==> config.mk <==
export PLATFORM = sky130hd
export DESIGN_NAME = imm_extend_pipe
export DESIGN_NICKNAME = d
export VERILOG_FILES = /design/src/rtl/imm_extend_pipe.sv
export SDC_FILE = /design/constraint.sdc
export NUM_CORES = 1
export LEC_CHECK = 0
export ABC_CLOCK_PERIOD_IN_PS = 1700
export CAP_MARGIN = 40
export CELL_PAD_IN_SITES_DETAIL_PLACEMENT = 0
export CELL_PAD_IN_SITES_GLOBAL_PLACEMENT = 1
export CORE_ASPECT_RATIO = 0.75
export CORE_MARGIN = 2
export CORE_UTILIZATION = 35
export CTS_CLUSTER_SIZE = 30
export DETAILED_ROUTE_END_ITERATION = 10
export PLACE_DENSITY_LB_ADDON = 0.1
export SYNTH_ARGS = -nofsm -noshare
export SYNTH_HDL_FRONTEND = slang
export SYNTH_SLANG_ARGS = --single-unit
==> constraint.sdc <==
create_clock -name clk -period 1.7 [get_ports clk]
set_input_delay 0.255 -clock clk [delete_from_list [all_inputs] [get_ports clk]]
set_output_delay 0.255 -clock clk [all_outputs]
set_load 0.01 [all_outputs]
**Run 1: signal wires by layer**

Only two layers are drawn.
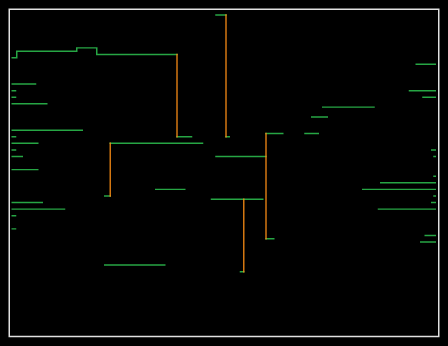
- metal 4: orange (wire length 89.8 um)
- metal 3: green (wire length 242 um)
final wirelength: 4760 um
Routed WL per cell: 16.3 um

**Run 1: ports around the boundary**

Pins as bars across the die edge, other pins in grey.
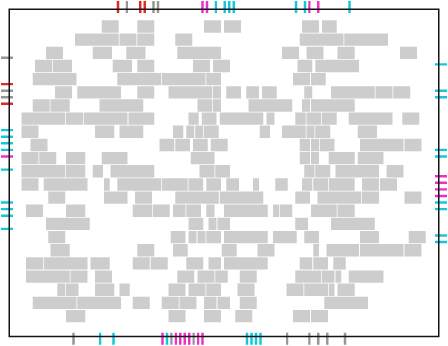
- `in_imm`: magenta (pins 16; direction input; edge 7 bottom, 4 top, 4 right, 1 left)
- `in_tag`: red (pins 5; direction input; edge 3 top, 2 left)
- `out_data`: cyan (pins 32; direction output; edge 9 left, 9 right, 7 bottom, 7 top)
Port-buffer cells: 66
Die Span Y: 67.3 um
Die Wd: 88.4 um

**Run 1: routed clock nets over the placement**

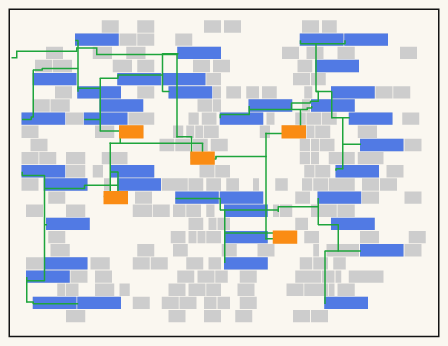
- clock drivers: orange (count 5)
- flip-flops: blue (count 38)
- clock wires: green (length 471 um)
- flops lie: spread over the die
- routed clock nets: 6
Clock power frac: 0.225
Clk. pwr: 0.000571 W
final clock skew: 4.66 ps
clk_lat worst skew: 280 ps

**Run 1: routing congestion**

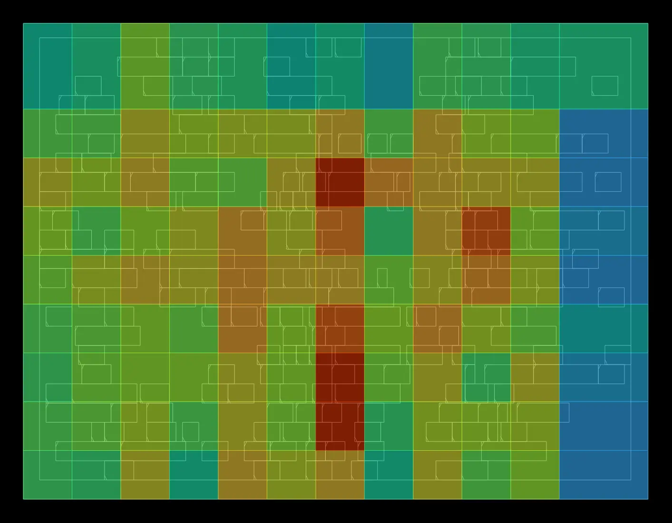
grt met2 use: 0.263
met3 Use GR: 0.0477
post-layout util: 0.519

==> GITHUB_STEP_SUMMARY, run 1 <==
### Metrics collected by this job

| Metric | Value |
|---|---|
| Critical Path, Cell by Cell | clkdlybuf4s50_1, nor2b_4, buf_4, nor3b_4, buf_12, mux2_2 |
| # Cells Yosys | 144 |
| Avg Vias per Cell | 4.95 |
| Seq. cell area | 951 sq um |
| CP peak stage delay | 500 ps |
| Total power | 0.00254 W |
| Routability cong. | 0.774 |
| Cells after synthesis | 144 |
| Area fraction in xor and xnor cells | 0 |
| Area after DPL | 2650 sq um |
| Grt ovf | 0 |
| Slew headroom | 0.680 |
| Final Net Count | 246 |
| Non-clock buffer share | 0.281 |
| Non-clk bufs | 79 |
| Fillers | 471 |
| Post-route minimum period | 1590 ps |
| Main logic family | AND-OR/OR-AND gates |
| Inverters | 2 |
| Simple share | 0.100 |
| Logic pwr share | 0.323 |
| Layout cells sized above 1 | 0.266 |
| Comb gate area | 827 sq um |
| Number of global-route vias before repair | 1529 |
| Count of tool warnings | 26 |
| CP endpoint kind | flip-flop |
| Initial antenna violation count | 0 |
| Sw Share | 0.266 |
| Async set-or-reset flop fraction in the synthesized netlist | 1.00 |
| Final-layout clock buffer total | 7 |
| Std-Cell Rows | 23 |
| Multi-input gates | 92 |
| Placed Instances | 286 |
| Post-synthesis cell area | 1870 sq um |
| Clock tree buffer depth | 2 |
| P per Cell Area | 934 nW/um^2 |
| Run status | finished clean |
| Ant. Diodes | 0 |
| P_seq | 0.00115 W |
| RSZ-0062 raised after global routing | no |
| Chip Area, Yosys | 1870 sq um |
| Initial core utilization | 0.357 |
| Largest area contributor in the netlist | dfrtp_1 |
| Post-synthesis mux area share | 0.158 |
| # hold bufs at CTS | 0 |
| Worst-path clk slew | 70 ps |
| First-iteration detailed-routing DRC count | 47 |
run 1: metal layers:
metal	global-route usage	wire, um	up-vias
met2	0.263	2160	49
li1	-	-	675
met5	0	0	-
met4	0.0663	89	0
met3	0.0477	242	11
met1	0.240	2270	714
run 1: through the flow:
| step | setup WS [ps] | utilization | hold slack (ps) |
|---|---|---|---|
| after floorplan | 241 | - | -40.6 |
| after CTS | 117 | 0.519 | 26.5 |
| after global placement | -407 | 0.504 | 321 |
| after global routing | 58.5 | 0.519 | 40.1 |
| final | 115 | 0.519 | 14.0 |
| after detailed placement | -186 | 0.505 | 332 |
run 1: worst max-delay path: cells and delay by family:
kind                   cells  cell delay [ps]
muxes                      1              360
and+or+nand+nor            2              250
buffers and inverters      3              860
==> run 2, diff against run 1 <==
--- a/config.mk
+++ b/config.mk
@@ -9,7 +9,6 @@
 export CAP_MARGIN = 40
 export CELL_PAD_IN_SITES_DETAIL_PLACEMENT = 0
 export CELL_PAD_IN_SITES_GLOBAL_PLACEMENT = 1
-export CORE_ASPECT_RATIO = 0.75
 export CORE_MARGIN = 2
 export CORE_UTILIZATION = 35
 export CTS_CLUSTER_SIZE = 30
**Run 2: ports around the boundary**

Pins as bars across the die edge, other pins in grey.
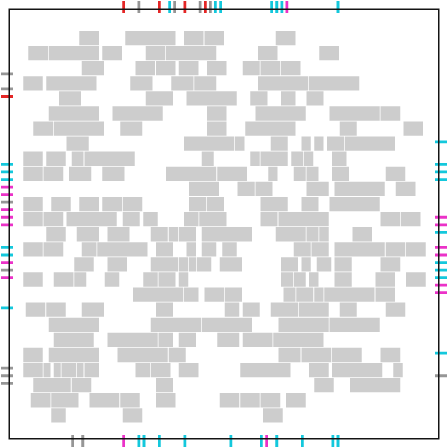
- `out_data`: cyan (pins 32; direction output; edge 10 bottom, 9 right, 7 top, 6 left)
- `in_imm`: magenta (pins 16; direction input; edge 7 left, 6 right, 2 bottom, 1 top)
- `in_tag`: red (pins 5; direction input; edge 4 top, 1 left)
Die Wd: 77.1 um
Die Span Y: 77.1 um

**Run 2: cells coloured by class**

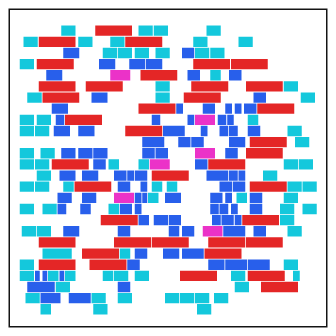
- other buffers and delay cells: cyan (cells 82; share of their area 30%)
- combinational and other logic: blue (cells 94; share of their area 31%)
- flops: red (cells 38; share of their area 36%)
- clock drivers and dummy loads: magenta (cells 6; share of their area 3.1%)
Std-Cell Rows: 26
core region area: 5140 sq um
post-layout util: 0.534

**Run 2: routing congestion**

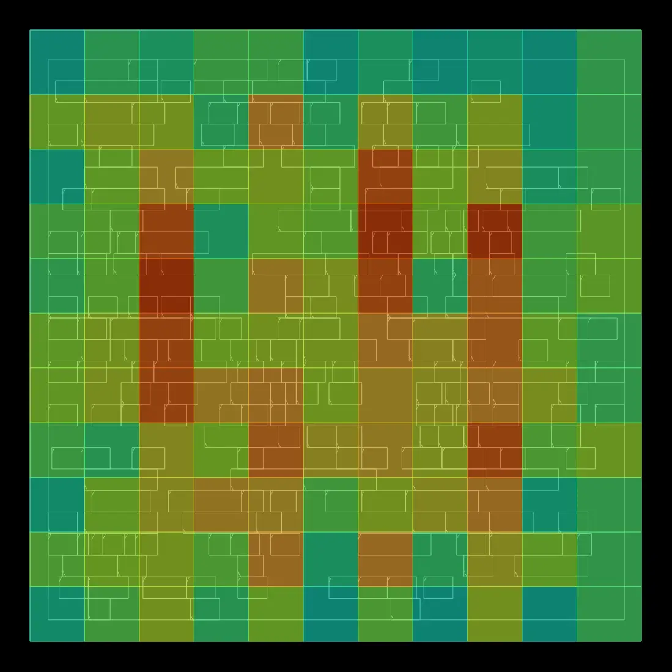
met3 Use GR: 0.0459
Routed WL per cell: 15.7 um
Tot GR Track Use: 0.164

==> GITHUB_STEP_SUMMARY, run 2 <==
### Metrics collected by this job

| Metric | Value |
|---|---|
| # hold bufs at CTS | 0 |
| P_seq | 0.00114 W |
| Clock power frac | 0.237 |
| Total power | 0.00257 W |
| Final hold slack | 79.8 ps |
| Sw Share | 0.262 |
| Final Net Count | 249 |
| Port-buffer cells | 66 |
| # Cells Yosys | 144 |
| Number of global-route vias before repair | 1533 |
| Run status | finished clean |
| Final clock skew | 6.83 ps |
| Layout cells sized above 1 | 0.282 |
| Clk. pwr | 0.000609 W |
| P per Cell Area | 938 nW/um^2 |
| Place WS | -49.8 ps |
| Area after DPL | 2660 sq um |
| CP endpoint kind | output port |
| Unique cell types | 24 |
| First-iteration detailed-routing DRC count | 70 |
| Grt ovf | 0 |
| Placed Instances | 284 |
| Seq. cell area | 951 sq um |
| Post-synthesis cell area | 1870 sq um |
| Initial antenna violation count | 0 |
| Max Cap Viol | 0 |
| Final wirelength | 4540 um |
| Initial core utilization | 0.364 |
| Logic pwr share | 0.319 |
| Clock tree buffer depth | 2 |
| Cells after synthesis | 144 |
| Post-route minimum period | 1640 ps |
| Comb gate area | 827 sq um |
| Slew headroom | 0.429 |
| Mapped Avg Cell Area | 13.0 sq um |
| Worst-path clk slew | 70 ps |
| Main area contributors | dfrtp_1 51%, mux2_2 9.6%, a2bb2oi_1 6.6% |
| Setup ws final | 63.7 ps |
| Clk_lat worst skew | 290 ps |
| Fillers | 468 |
| Avg Vias per Cell | 4.93 |
| Ant. Diodes | 0 |
| Routability cong. | 0.767 |
| Chip Area, Yosys | 1870 sq um |
| Resized Gates After CTS | 0 |
| Largest area contributor in the netlist | dfrtp_1 |
| Count of tool warnings | 26 |
| RSZ-0062 raised after global routing | no |
## run 2: cell counts after synthesis
Identical to the previous run, type by type.
## run 2: logic make-up after synthesis
group	count (synthesis)	synth area share
DFF	38	0.508
buffers and inverters	14	0.0535
and+or+nand+nor	24	0.100
muxes	24	0.158
AOI/OAI and AO/OA	44	0.180
## run 2: metal layers
metal  up-vias  global-route usage  routed length (um)
met5         -                   0                   0
met4         0              0.0482                  51
met3         5              0.0459                 216
met2        44               0.256                2180
met1       703               0.222                2100
li1        679                   -                   -
## run 2: final cells by class
class,count,area share
sequential,38,0.347
multi-input combinational,92,0.301
timing repair buffer,82,0.287
tap,70,0.0319
clock buffer,6,0.0301
inverter,2,0.00274
## run 2: critical path, cell delays in order (launching register included)
cell,delay (ps)
dfrtp_1,390
nor2b_4,140
inv_1,50
clkdlybuf4s50_1,520
Power is estimated from default activity; no workload was simulated.
